$ cat src/rtl/pvt_mon_pkg.sv
// Shared types and constants for the PVT monitor ring-oscillator scan meter.
package pvt_mon_pkg;

    typedef enum logic [1:0] {IDLE, SETTLE, COUNT, NEXT} osc_meter_state_e;

    localparam int SETTLE_CYC = 4;

    // Select width that stays legal for a single-channel build.
    function automatic int sel_w(input int n);
        return (n > 1) ? $clog2(n) : 1;
    endfunction

endpackage

$ cat src/rtl/pvt_osc_scan_meter_if.sv
// Control/result bundle of the oscillator scan meter; master drives the scan, slave measures.
interface pvt_osc_scan_meter_if #(
    parameter int NCH = 4,
    parameter int CW  = 12
);
    import pvt_mon_pkg::*;

    localparam int SW = sel_w(NCH);

    logic           start;
    logic           cont;
    logic           stop;
    logic [3:0]     win_log2;
    logic [CW-1:0]  lo_thr;
    logic [CW-1:0]  hi_thr;
    logic [SW-1:0]  rd_sel;
    logic [CW-1:0]  rd_cnt;
    logic [CW-1:0]  min_cnt;
    logic [CW-1:0]  max_cnt;
    logic [NCH-1:0] alarm;
    logic           busy;
    logic           done;
    logic [SW-1:0]  cur_ch;

    modport master (
        output start, cont, stop, win_log2, lo_thr, hi_thr, rd_sel,
        input  rd_cnt, min_cnt, max_cnt, alarm, busy, done, cur_ch
    );

    modport slave (
        input  start, cont, stop, win_log2, lo_thr, hi_thr, rd_sel,
        output rd_cnt, min_cnt, max_cnt, alarm, busy, done, cur_ch
    );

endinterface

$ cat src/rtl/osc_edge_sync.sv
// Two-flop synchronizer for one divided oscillator plus a one-cycle rising-edge pulse.
module osc_edge_sync (
    input  logic clk,
    input  logic rst,
    input  logic osc,
    output logic edge_pls
);

    logic sync_p0, sync_p1, sync_p2;

    always_ff @(posedge clk) begin
        if (rst) begin
            sync_p0 <= 1'b0;
            sync_p1 <= 1'b0;
            sync_p2 <= 1'b0;
        end else begin
            sync_p0 <= osc;
            sync_p1 <= sync_p0;
            sync_p2 <= sync_p1;
        end
    end

    assign edge_pls = sync_p1 & ~sync_p2;

endmodule

$ cat src/rtl/pvt_osc_scan_meter.sv
// Scans NCH oscillator channels, counts edges over a 2**win_log2 window per channel,
// stores counts, flags out-of-band channels and publishes per-scan min/max.
module pvt_osc_scan_meter
    import pvt_mon_pkg::*;
#(
    parameter int NCH      = 4,
    parameter int CW       = 12,
    parameter int WLOG_MAX = 15
) (
    input  logic                 clk,
    input  logic                 rst,
    input  logic [NCH-1:0]       osc_in,
    pvt_osc_scan_meter_if.slave  bus
);

    localparam int SW  = sel_w(NCH);
    localparam int WCW = WLOG_MAX + 1;
    localparam int STW = $clog2(SETTLE_CYC);
    localparam logic [CW-1:0] CNT_MAX = '1;

    function automatic logic [CW-1:0] sat_inc(input logic [CW-1:0] v);
        return (v == CNT_MAX) ? v : v + CW'(1);
    endfunction

    osc_meter_state_e state, state_nxt;

    logic [NCH-1:0] edge_pls;
    logic [STW-1:0] set_cnt;
    logic [WCW-1:0] win_cnt, win_max;
    logic [CW-1:0]  cnt, lo_q, hi_q, run_min, run_max, min_q, max_q;
    logic [CW-1:0]  min_nxt, max_nxt;
    logic [CW-1:0]  res [NCH];
    logic [NCH-1:0] alarm_q;
    logic [SW-1:0]  cur_ch;
    logic [3:0]     wl_clamp;
    logic           done_q, last_ch, settle_last, win_last, edge_cur, meas_alarm;
    logic           busy, cnt_clr, cnt_en, wr_res;

    for (genvar i = 0; i < NCH; i++) begin : g_sync
        osc_edge_sync u_sync (
            .clk      (clk),
            .rst      (rst),
            .osc      (osc_in[i]),
            .edge_pls (edge_pls[i])
        );
    end

    assign wl_clamp    = (bus.win_log2 > 4'(WLOG_MAX)) ? 4'(WLOG_MAX) : bus.win_log2;
    assign last_ch     = (cur_ch == SW'(NCH - 1));
    assign settle_last = (set_cnt == STW'(SETTLE_CYC - 1));
    assign win_last    = (win_cnt == win_max);
    assign edge_cur    = edge_pls[cur_ch];
    assign meas_alarm  = (cnt < lo_q) || (cnt > hi_q);
    // Channel 0 seeds the running extremes for a new scan.
    assign min_nxt     = ((cur_ch == '0) || (cnt < run_min)) ? cnt : run_min;
    assign max_nxt     = ((cur_ch == '0) || (cnt > run_max)) ? cnt : run_max;

    always_ff @(posedge clk) begin
        if (rst) state <= IDLE;
        else     state <= state_nxt;
    end

    always_comb begin
        state_nxt = state;
        case (state)
            IDLE:    if (bus.start && !bus.stop) state_nxt = SETTLE;
            SETTLE:  if (bus.stop) state_nxt = IDLE;
                     else if (settle_last) state_nxt = COUNT;
            COUNT:   if (bus.stop) state_nxt = IDLE;
                     else if (win_last) state_nxt = NEXT;
            NEXT:    if (!last_ch) state_nxt = SETTLE;
                     else if (bus.cont && !bus.stop) state_nxt = SETTLE;
                     else state_nxt = IDLE;
            default: state_nxt = IDLE;
        endcase
    end

    always_comb begin
        busy    = 1'b0;
        cnt_clr = 1'b0;
        cnt_en  = 1'b0;
        wr_res  = 1'b0;
        case (state)
            SETTLE:  begin busy = 1'b1; cnt_clr = 1'b1; end
            COUNT:   begin busy = 1'b1; cnt_en  = 1'b1; end
            NEXT:    begin busy = 1'b1; wr_res  = 1'b1; end
            default: ;
        endcase
    end

    always_ff @(posedge clk) begin
        if (rst) begin
            set_cnt <= '0;
            win_cnt <= '0;
            win_max <= '0;
            cnt     <= '0;
            lo_q    <= '0;
            hi_q    <= '0;
            cur_ch  <= '0;
            run_min <= '0;
            run_max <= '0;
            min_q   <= '0;
            max_q   <= '0;
            alarm_q <= '0;
            done_q  <= 1'b0;
            for (int i = 0; i < NCH; i++) res[i] <= '0;
        end else begin
            done_q  <= 1'b0;
            set_cnt <= cnt_clr ? set_cnt + 1'b1 : '0;
            if (state == IDLE && state_nxt == SETTLE) begin
                win_max <= (WCW'(1) << wl_clamp) - WCW'(1);
                lo_q    <= bus.lo_thr;
                hi_q    <= bus.hi_thr;
                cur_ch  <= '0;
            end
            if (cnt_clr) begin
                cnt     <= '0;
                win_cnt <= '0;
            end
            if (cnt_en) begin
                win_cnt <= win_cnt + 1'b1;
                if (edge_cur) cnt <= sat_inc(cnt);
            end
            if (wr_res) begin
                res[cur_ch]     <= cnt;
                alarm_q[cur_ch] <= meas_alarm;
                run_min         <= min_nxt;
                run_max         <= max_nxt;
                if (last_ch) begin
                    min_q  <= min_nxt;
                    max_q  <= max_nxt;
                    done_q <= 1'b1;
                    cur_ch <= '0;
                end else begin
                    cur_ch <= cur_ch + 1'b1;
                end
            end
        end
    end

    assign bus.rd_cnt  = res[bus.rd_sel];
    assign bus.min_cnt = min_q;
    assign bus.max_cnt = max_q;
    assign bus.alarm   = alarm_q;
    assign bus.busy    = busy;
    assign bus.done    = done_q;
    assign bus.cur_ch  = cur_ch;

endmodule
$ cat src/flat_wrapper.sv
// flat-port wrapper written by rule: the top's interface ports become plain ports
module pvt_osc_scan_meter_flat import pvt_mon_pkg::*;
#(
    parameter int NCH      = 4,
    parameter int CW       = 12,
    parameter int WLOG_MAX = 15
)
  (clk, rst, osc_in, bus_start, bus_cont, bus_stop, bus_win_log2, bus_lo_thr, bus_hi_thr, bus_rd_sel, bus_rd_cnt, bus_min_cnt, bus_max_cnt, bus_alarm, bus_busy, bus_done, bus_cur_ch);
  pvt_osc_scan_meter_if #(.NCH(NCH), .CW(CW)) bus_i ();
  input  logic clk;
  input  logic rst;
  input  logic [NCH-1:0] osc_in;
  input wire logic [$bits(bus_i.start)-1:0] bus_start;
  input wire logic [$bits(bus_i.cont)-1:0] bus_cont;
  input wire logic [$bits(bus_i.stop)-1:0] bus_stop;
  input wire logic [$bits(bus_i.win_log2)-1:0] bus_win_log2;
  input wire logic [$bits(bus_i.lo_thr)-1:0] bus_lo_thr;
  input wire logic [$bits(bus_i.hi_thr)-1:0] bus_hi_thr;
  input wire logic [$bits(bus_i.rd_sel)-1:0] bus_rd_sel;
  output wire logic [$bits(bus_i.rd_cnt)-1:0] bus_rd_cnt;
  output wire logic [$bits(bus_i.min_cnt)-1:0] bus_min_cnt;
  output wire logic [$bits(bus_i.max_cnt)-1:0] bus_max_cnt;
  output wire logic [$bits(bus_i.alarm)-1:0] bus_alarm;
  output wire logic [$bits(bus_i.busy)-1:0] bus_busy;
  output wire logic [$bits(bus_i.done)-1:0] bus_done;
  output wire logic [$bits(bus_i.cur_ch)-1:0] bus_cur_ch;
  assign bus_i.start = bus_start;
  assign bus_i.cont = bus_cont;
  assign bus_i.stop = bus_stop;
  assign bus_i.win_log2 = bus_win_log2;
  assign bus_i.lo_thr = bus_lo_thr;
  assign bus_i.hi_thr = bus_hi_thr;
  assign bus_i.rd_sel = bus_rd_sel;
  assign bus_rd_cnt = bus_i.rd_cnt;
  assign bus_min_cnt = bus_i.min_cnt;
  assign bus_max_cnt = bus_i.max_cnt;
  assign bus_alarm = bus_i.alarm;
  assign bus_busy = bus_i.busy;
  assign bus_done = bus_i.done;
  assign bus_cur_ch = bus_i.cur_ch;
  pvt_osc_scan_meter #(.NCH(NCH), .CW(CW), .WLOG_MAX(WLOG_MAX)) u_core (.clk(clk), .rst(rst), .osc_in(osc_in), .bus(bus_i));
endmodule
$ cat config.mk
export PLATFORM = sky130hd
export DESIGN_NAME = pvt_osc_scan_meter_flat
export DESIGN_NICKNAME = d
export VERILOG_FILES = /design/src/rtl/pvt_mon_pkg.sv /design/src/rtl/pvt_osc_scan_meter_if.sv /design/src/rtl/osc_edge_sync.sv /design/src/rtl/pvt_osc_scan_meter.sv /design/src/flat_wrapper.sv
export SDC_FILE = /design/constraint.sdc
export NUM_CORES = 1
export LEC_CHECK = 0
export CORE_AREA = 3 3 171 173
export CTS_CLUSTER_DIAMETER = 100
export DETAILED_ROUTE_END_ITERATION = 16
export DIE_AREA = 0 0 174 176
export PLACE_DENSITY = 0.55
export SYNTH_ARGS = -nofsm -noshare
export SYNTH_HDL_FRONTEND = slang
export SYNTH_SLANG_ARGS = --single-unit
$ cat constraint.sdc
create_clock -name clk -period 4.58 [get_ports clk]
set_input_delay 0.916 -clock clk [delete_from_list [all_inputs] [get_ports clk]]
set_output_delay 0.916 -clock clk [all_outputs]
set_load 0.05 [all_outputs]
==> results.sh, run 1 <==
# yosys + openroad results
export IMPL_status="complete, no violations"
export IMPL_cts_path_max_buffers=2
export IMPL_area_growth_pct=19.5
export IMPL_cts_buffers=17
export IMPL_irDropWorstVdd_mv=0.246
export IMPL_die_x_um=174
export IMPL_yosys_top_cells_area="dfxtp_1 30%, edfxtp_1 15%, ha_1 7.7%"
export IMPL_post_dp_hpwl_um=16200
export IMPL_clock_skew_ns=0.0131
export IMPL_ys_area_um2=9420
export IMPL_slowest_stage="clkdlybuf4s50_1"
export IMPL_cpMostUsedCell="clkdlybuf4s50_1"
export IMPL_powerDensity_nw_per_um2=385
export IMPL_lay_top_cells="139 x dfxtp_1, 85 x nand2_1, 81 x clkdlybuf4s50_1"
export IMPL_rsz0062_at_grt="no"
export IMPL_drt_iter0_markers=436
export IMPL_dr_pass1_iters=5
export IMPL_diodes=0
export IMPL_worst_slack_ns=0.793
export IMPL_synthCells=995
export IMPL_syn_area_um2=9420
export IMPL_routabilityCongestion=0.790
export IMPL_setup_tns_ns=0
export IMPL_clock_sinks=187
export IMPL_max_slew_worst_pin_slew_ns=1.11
export IMPL_ys_ff=187
export IMPL_nets=1154
export IMPL_lay_top_count="dfxtp_1"
export IMPL_crit_fanout=12
export IMPL_drv_cap=0
export IMPL_clkTransAtPathRegs_ns=0.08
export IMPL_p_switching_w=0.00142
export IMPL_largest_area_cell="dfxtp_1"
export IMPL_post_route_period_util_pct=82.7
export IMPL_holdCritPathClass="reg2reg"
export IMPL_ios=83
export IMPL_path_delay_family="buffers and inverters"
export IMPL_cts_resized=0
export IMPL_end_kind="output port"
export IMPL_cts_tree="done"
export IMPL_ys_warn_count=0
export IMPL_cp_required_ns=3.66
export IMPL_worst_setup_path_type="in2out"
export IMPL_synth_edff_count=48
export IMPL_dieArea_um2=30600
export IMPL_drc=0
export IMPL_hold_buffers=0
export IMPL_switching_share_pct=32.7
export IMPL_ys_cells=995
export IMPL_arrival_ns=2.87
export IMPL_dpl_cell_count=1416
## run 1: worst paths after layout
path,start,end,cells past startpoint
worst min-delay path,u_core.g_sync[2].u_sync.sync_p0,u_core.g_sync[2].u_sync.sync_p1,1
worst min register to register,u_core.g_sync[2].u_sync.sync_p0,u_core.g_sync[2].u_sync.sync_p1,1
worst max register to register,u_core.cnt[0],u_core.bus.max_cnt[8],8
worst max-delay path,bus_rd_sel[0],bus_rd_cnt[10],4
## run 1: logic make-up after synthesis
group,share of synthesized area [%]
and+or+nand+nor,18.3
muxes,7.01
AOI/OAI and AO/OA,13.8
DFF,44.8
xor gates and xnor gates,2.88
adders and majority gates,7.70
buffers and inverters,5.47
## run 1: flip-flops by register name (all words and copies together), names as in the netlist, 12 cells and up
name,cells
u_core.run_min,12
u_core.hi_q,12
u_core.res,48
u_core.run_max,12
u_core.bus.max_cnt,12
u_core.cnt,12
u_core.bus.min_cnt,12
u_core.win_cnt,16
u_core.win_max,16
u_core.lo_q,12
## run 1: final cells by class
| type | count | area [um2] |
|---|---|---|
| clock buffers | 17 | 425 |
| clock inverters | 15 | 191 |
| fillers | 2820 | 16500 |
| inverters | 59 | 221 |
| multi-input cells | 680 | 4680 |
| flip-flops and latches | 187 | 4220 |
| well taps | 378 | 473 |
| repair buffers | 112 | 1040 |
## run 1: stage by stage
| stage | total power, W | hold WS (ns) | utilization (%) |
|---|---|---|---|
| after floorplan | 0.00255 | 0.403 | - |
| final | 0.00433 | 0.441 | 40.5 |
| after global routing | 0.00456 | 0.456 | 40.5 |
| after detailed placement | 0.00284 | 0.416 | 38.3 |
| after global placement | 0.00283 | 0.417 | 38.3 |
| after CTS | 0.00438 | 0.436 | 40.5 |
## run 1: metal layers
| layer | share of wire, % | vias to the layer above | GRT usage, % |
|---|---|---|---|
| met4 | 1.2 | 0 | 4.62 |
| met2 | 45 | 147 | 25.1 |
| met5 | 0 | - | 0 |
| li1 | - | 3681 | - |
| met1 | 51 | 3465 | 22.3 |
| met3 | 3.6 | 24 | 2.62 |
## run 1: cell usage after synthesis (all sizes together) (2+ instances only)
cell type / instances
nand3: 16
or3: 2
o2111ai: 3
o221a: 6
o21a: 6
o211a: 7
a2111oi: 2
xnor2: 17
or4: 3
edfxtp: 48
nand2b: 10
a21o: 6
inv: 59
clkbuf: 48
a311oi: 8
a31oi: 8
a22o: 2
nand3b: 2
ha: 58
nor2: 75
a211oi: 10
nor3: 22
or2: 4
o21ai: 52
o31a: 2
mux2i: 39
nand4: 15
and4: 2
o31ai: 3
o311ai: 2
o211ai: 6
nor4: 33
xor2: 14
nor2b: 16
dfxtp: 139
and2: 34
mux4: 12
a21oi: 67
buf: 21
nand2: 85
and3: 20
## run 1: power groups by stage
stage / Clock, W / Sequential (W) / Combinational (W)
after floorplan: 0 / 0.00191 / 0.000644
after global placement: 0 / 0.00193 / 0.000906
after detailed placement: 0 / 0.00193 / 0.000910
after CTS: 0.00157 / 0.00189 / 0.000915
after global routing: 0.00164 / 0.00191 / 0.00101
final: 0.00154 / 0.00189 / 0.000906
==> run_1/sizes.png <==
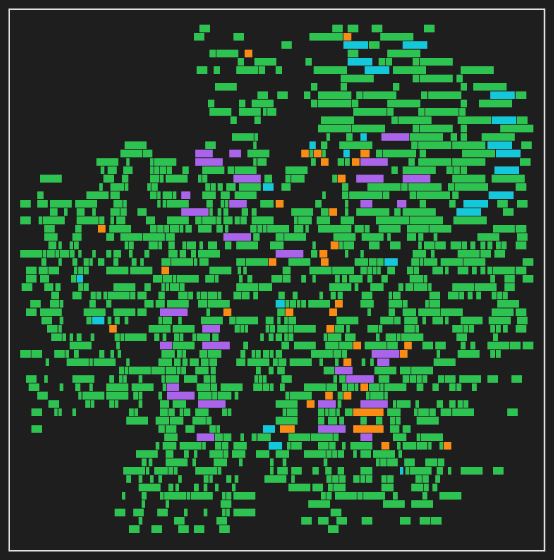
- green: _0 and _1 cells (cells 981; most used dfxtp_1)
- orange: _3 and _4 cells (cells 35; most used buf_4)
- cyan: _2 cells (cells 23; most used mux4_2)
- purple: _6 and larger (cells 31; most used clkbuf_16)

==> run_1/metal_density.png <==
The bar under the picture is 50 um long. 35 x 35 tiles, from dark blue (low) to red (high), scaled to the fullest tile. Values are wire area over tile area, all layers added.
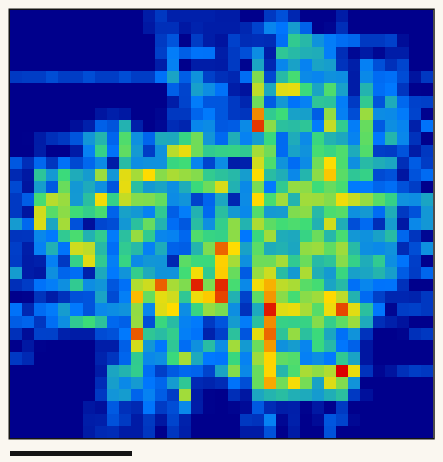
- tiles over half the peak: 17%
- nearly empty tiles: 22%
- emptiest ninth of the die: north-west
Via Count: 7317
gr usage total: 15.8%
total wire length: 23900 um

==> run_1/congestion.png <==
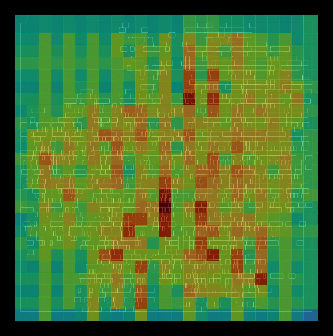
met1 Usage GRT: 22.3%
final core utilization: 40.5%
grt met2 use: 25.1%

==> run_1/placement_by_type.png <==
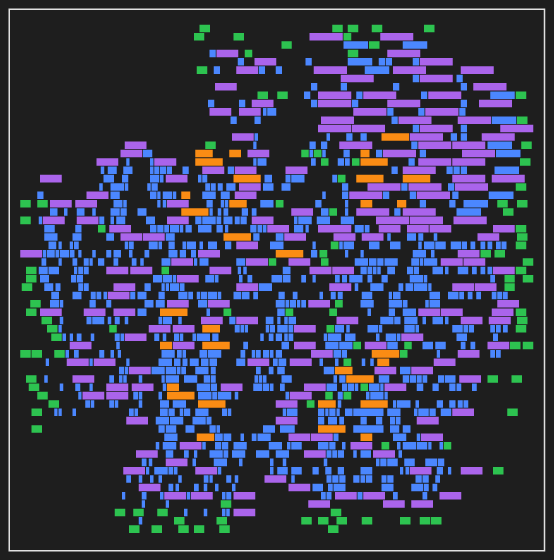
- orange: clock drivers and dummy loads (cells 32; share of their area 5.7%)
- green: remaining buffers and delay cells (cells 112; share of their area 9.7%)
- blue: combinational and other logic (cells 739; share of their area 45%)
- purple: sequential cells (cells 187; share of their area 39%)
final instance area: 11300 um2
register share of the cell area: 37.5%
row cnt: 61
core region area: 27800 um2

==> run 1 -> run 2 <==
- clock period: 4.58 -> 3.7 ns (I/O delays scaled with it)
==> run_2/cell_density.png <==
The bar under the picture is 50 um long. 17 x 18 tiles, from dark blue (low) to red (high), 0 to 100% covered.
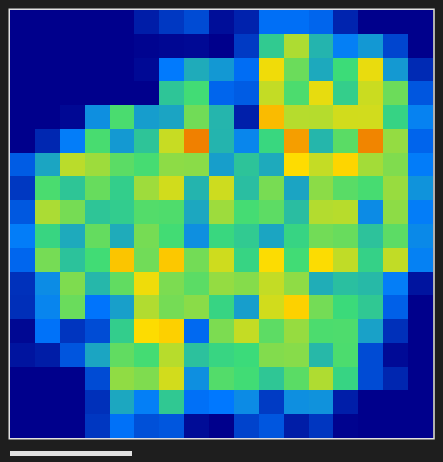
- emptiest ninth of the die: north-west
- densest ninth of the die: center
- fullest tile: 86%

==> run 2 against run 1 <==
Compared with the run above:
- total power is 25% higher
- area after synthesis stayed put
- non-clock buffer count is 7 higher
- highest routed layer unchanged
- flip-flop count stayed put
- global-route usage is 0.14 points lower
==> results.sh, run 2 <==
# yosys + openroad results
export IMPL_nets=1161
export IMPL_met2_wirelength_um=10800
export IMPL_design_core_area_um2=27800
export IMPL_dieArea_um2=30600
export IMPL_grt_util_all_layers_pct=15.7
export IMPL_post_dp_hpwl_um=16400
export IMPL_worstRegToRegCells=8
export IMPL_irDropWorstVdd_mv=0.323
export IMPL_cp_required_ns=2.96
export IMPL_yosys_top_cells_area="dfxtp_1 30%, edfxtp_1 15%, ha_1 7.7%"
export IMPL_ios=83
export IMPL_cts_path_max_buffers=2
export IMPL_holdCritPathClass="reg2reg"
export IMPL_ys_ff=187
export IMPL_arrival_ns=2.27
export IMPL_largest_register="u_core.res"
export IMPL_cts_tree="done"
export IMPL_synthCells=995
export IMPL_lay_top_cells="139 x dfxtp_1, 85 x nand2_1, 75 x nor2_1"
export IMPL_ys_cells=995
export IMPL_slowest_stage="clkdlybuf4s50_1"
export IMPL_largest_area_cell="dfxtp_1"
export IMPL_worstHoldEndpoint="u_core.g_sync[3].u_sync.sync_p1"
export IMPL_wl_met3_um=645
export IMPL_synth_edff_count=48
export IMPL_post_route_period_util_pct=81.3
export IMPL_reg2reg_from="u_core.bus.cur_ch[1]"
export IMPL_min_path_cells=1
export IMPL_clkTransAtPathRegs_ns=0.07
export IMPL_drv_cap=0
export IMPL_status="complete, no violations"
export IMPL_combGateArea_um2=4680
export IMPL_die_x_um=174
export IMPL_n_fill_cell=2834
export IMPL_rsz0062_at_grt="no"
export IMPL_regArea_um2=4220
export IMPL_yosysMostFrequentCell="dfxtp_1"
export IMPL_dr_pass1_iters=8
export IMPL_largest_reg_flops=48
export IMPL_wirelength_um=23500
export IMPL_drt_met1_wl_um=11800
export IMPL_drt_iter0_markers=378
export IMPL_clock_skew_ns=0.0180
export IMPL_end_kind="output port"
export IMPL_ys_warn_count=0
export IMPL_worstReg2RegEnd="u_core.bus.min_cnt[1]"
export IMPL_syn_area_um2=9420
==> run_2/metal_density.png <==
The bar under the picture is 50 um long. 35 x 35 tiles, from dark blue (low) to red (high), scaled to the fullest tile. Values are wire area over tile area, all layers added.
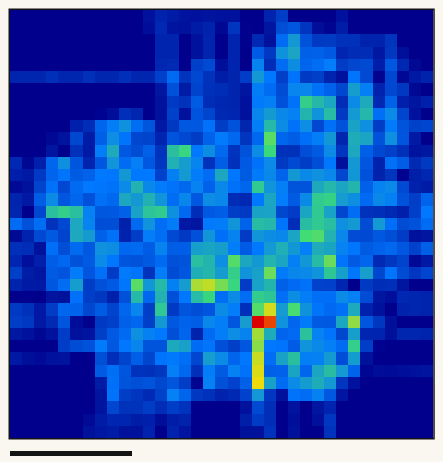
- densest ninth of the die: center
- emptiest ninth of the die: north-west
- fullest tile: 0.75

[run 2: cells by family (layout without fill, tap and decap cells)]
| kind of cell | count (synthesis) | count (layout) | synth area share, % |
|---|---|---|---|
| simple gates | 343 | 343 | 18.3 |
| compound gates | 197 | 197 | 13.8 |
| flops | 187 | 187 | 44.8 |
| buf+inv | 128 | 210 | 5.47 |
| fa+ha+maj | 58 | 58 | 7.70 |
| mux | 51 | 51 | 7.01 |
| xor+xnor | 31 | 31 | 2.88 |
[run 2: layer usage]
metal / track usage [%] / vias to the layer above
li1: - / 3690
met1: 21.9 / 3405
met2: 25.3 / 137
met3: 2.39 / 28
met4: 4.62 / 0
met5: 0 / -
[run 2: how the worst max path moves through the flow]
stage	from	to	slack, ns	cells after the start
floorplan	u_core.bus.cur_ch[0]	u_core.bus.min_cnt[2]	0.84	11
global placement	bus_win_log2[0]	u_core.win_max[10]	0.66	8
detailed placement	bus_win_log2[0]	u_core.win_max[8]	0.63	8
CTS	bus_rd_sel[1]	bus_rd_cnt[9]	0.67	3
global route	u_core.bus.cur_ch[1]	u_core.bus.min_cnt[1]	0.60	8
finish	bus_rd_sel[1]	bus_rd_cnt[9]	0.69	3
[run 2: area by class of cell]
| type | instances | share of cell area, % |
|---|---|---|
| clock inverter | 15 | 1.85 |
| sequential | 187 | 37.3 |
| tap | 378 | 4.18 |
| inverter | 59 | 1.96 |
| multi-input combinational | 680 | 41.4 |
| timing repair buffer | 119 | 9.53 |
| clock buffer | 17 | 3.76 |
[run 2: power by group]
group          switching [W]  internal, W
combinational       0.000688     0.000454
clock               0.000970     0.000952
sequential         0.0000927      0.00224
[run 2: critical path, delay by kind of cell]
family	cells	cell delay, ns
buf+inv	2	1.09
mux	1	0.44
[run 2: per-stage QoR]
| stage | cell area (um2) | hold WS [ns] | setup slack (ns) | instances | utilization, % |
|---|---|---|---|---|---|
| 6_report | 11300 | 0.441 | 0.691 | 1455 | 40.7 |
| 5_1_grt | 11300 | 0.457 | 0.604 | 1455 | 40.7 |
| 4_1_cts | 11300 | 0.440 | 0.666 | 1455 | 40.7 |
| 3_5_place_dp | 10700 | 0.421 | 0.634 | 1423 | 38.4 |
| 3_3_place_gp | 10700 | 0.415 | 0.655 | 1423 | 38.4 |
| 2_1_floorplan | 9420 | 0.403 | 0.844 | 995 | - |
Power figures rest on the tool's default switching activity, not on a simulated workload.
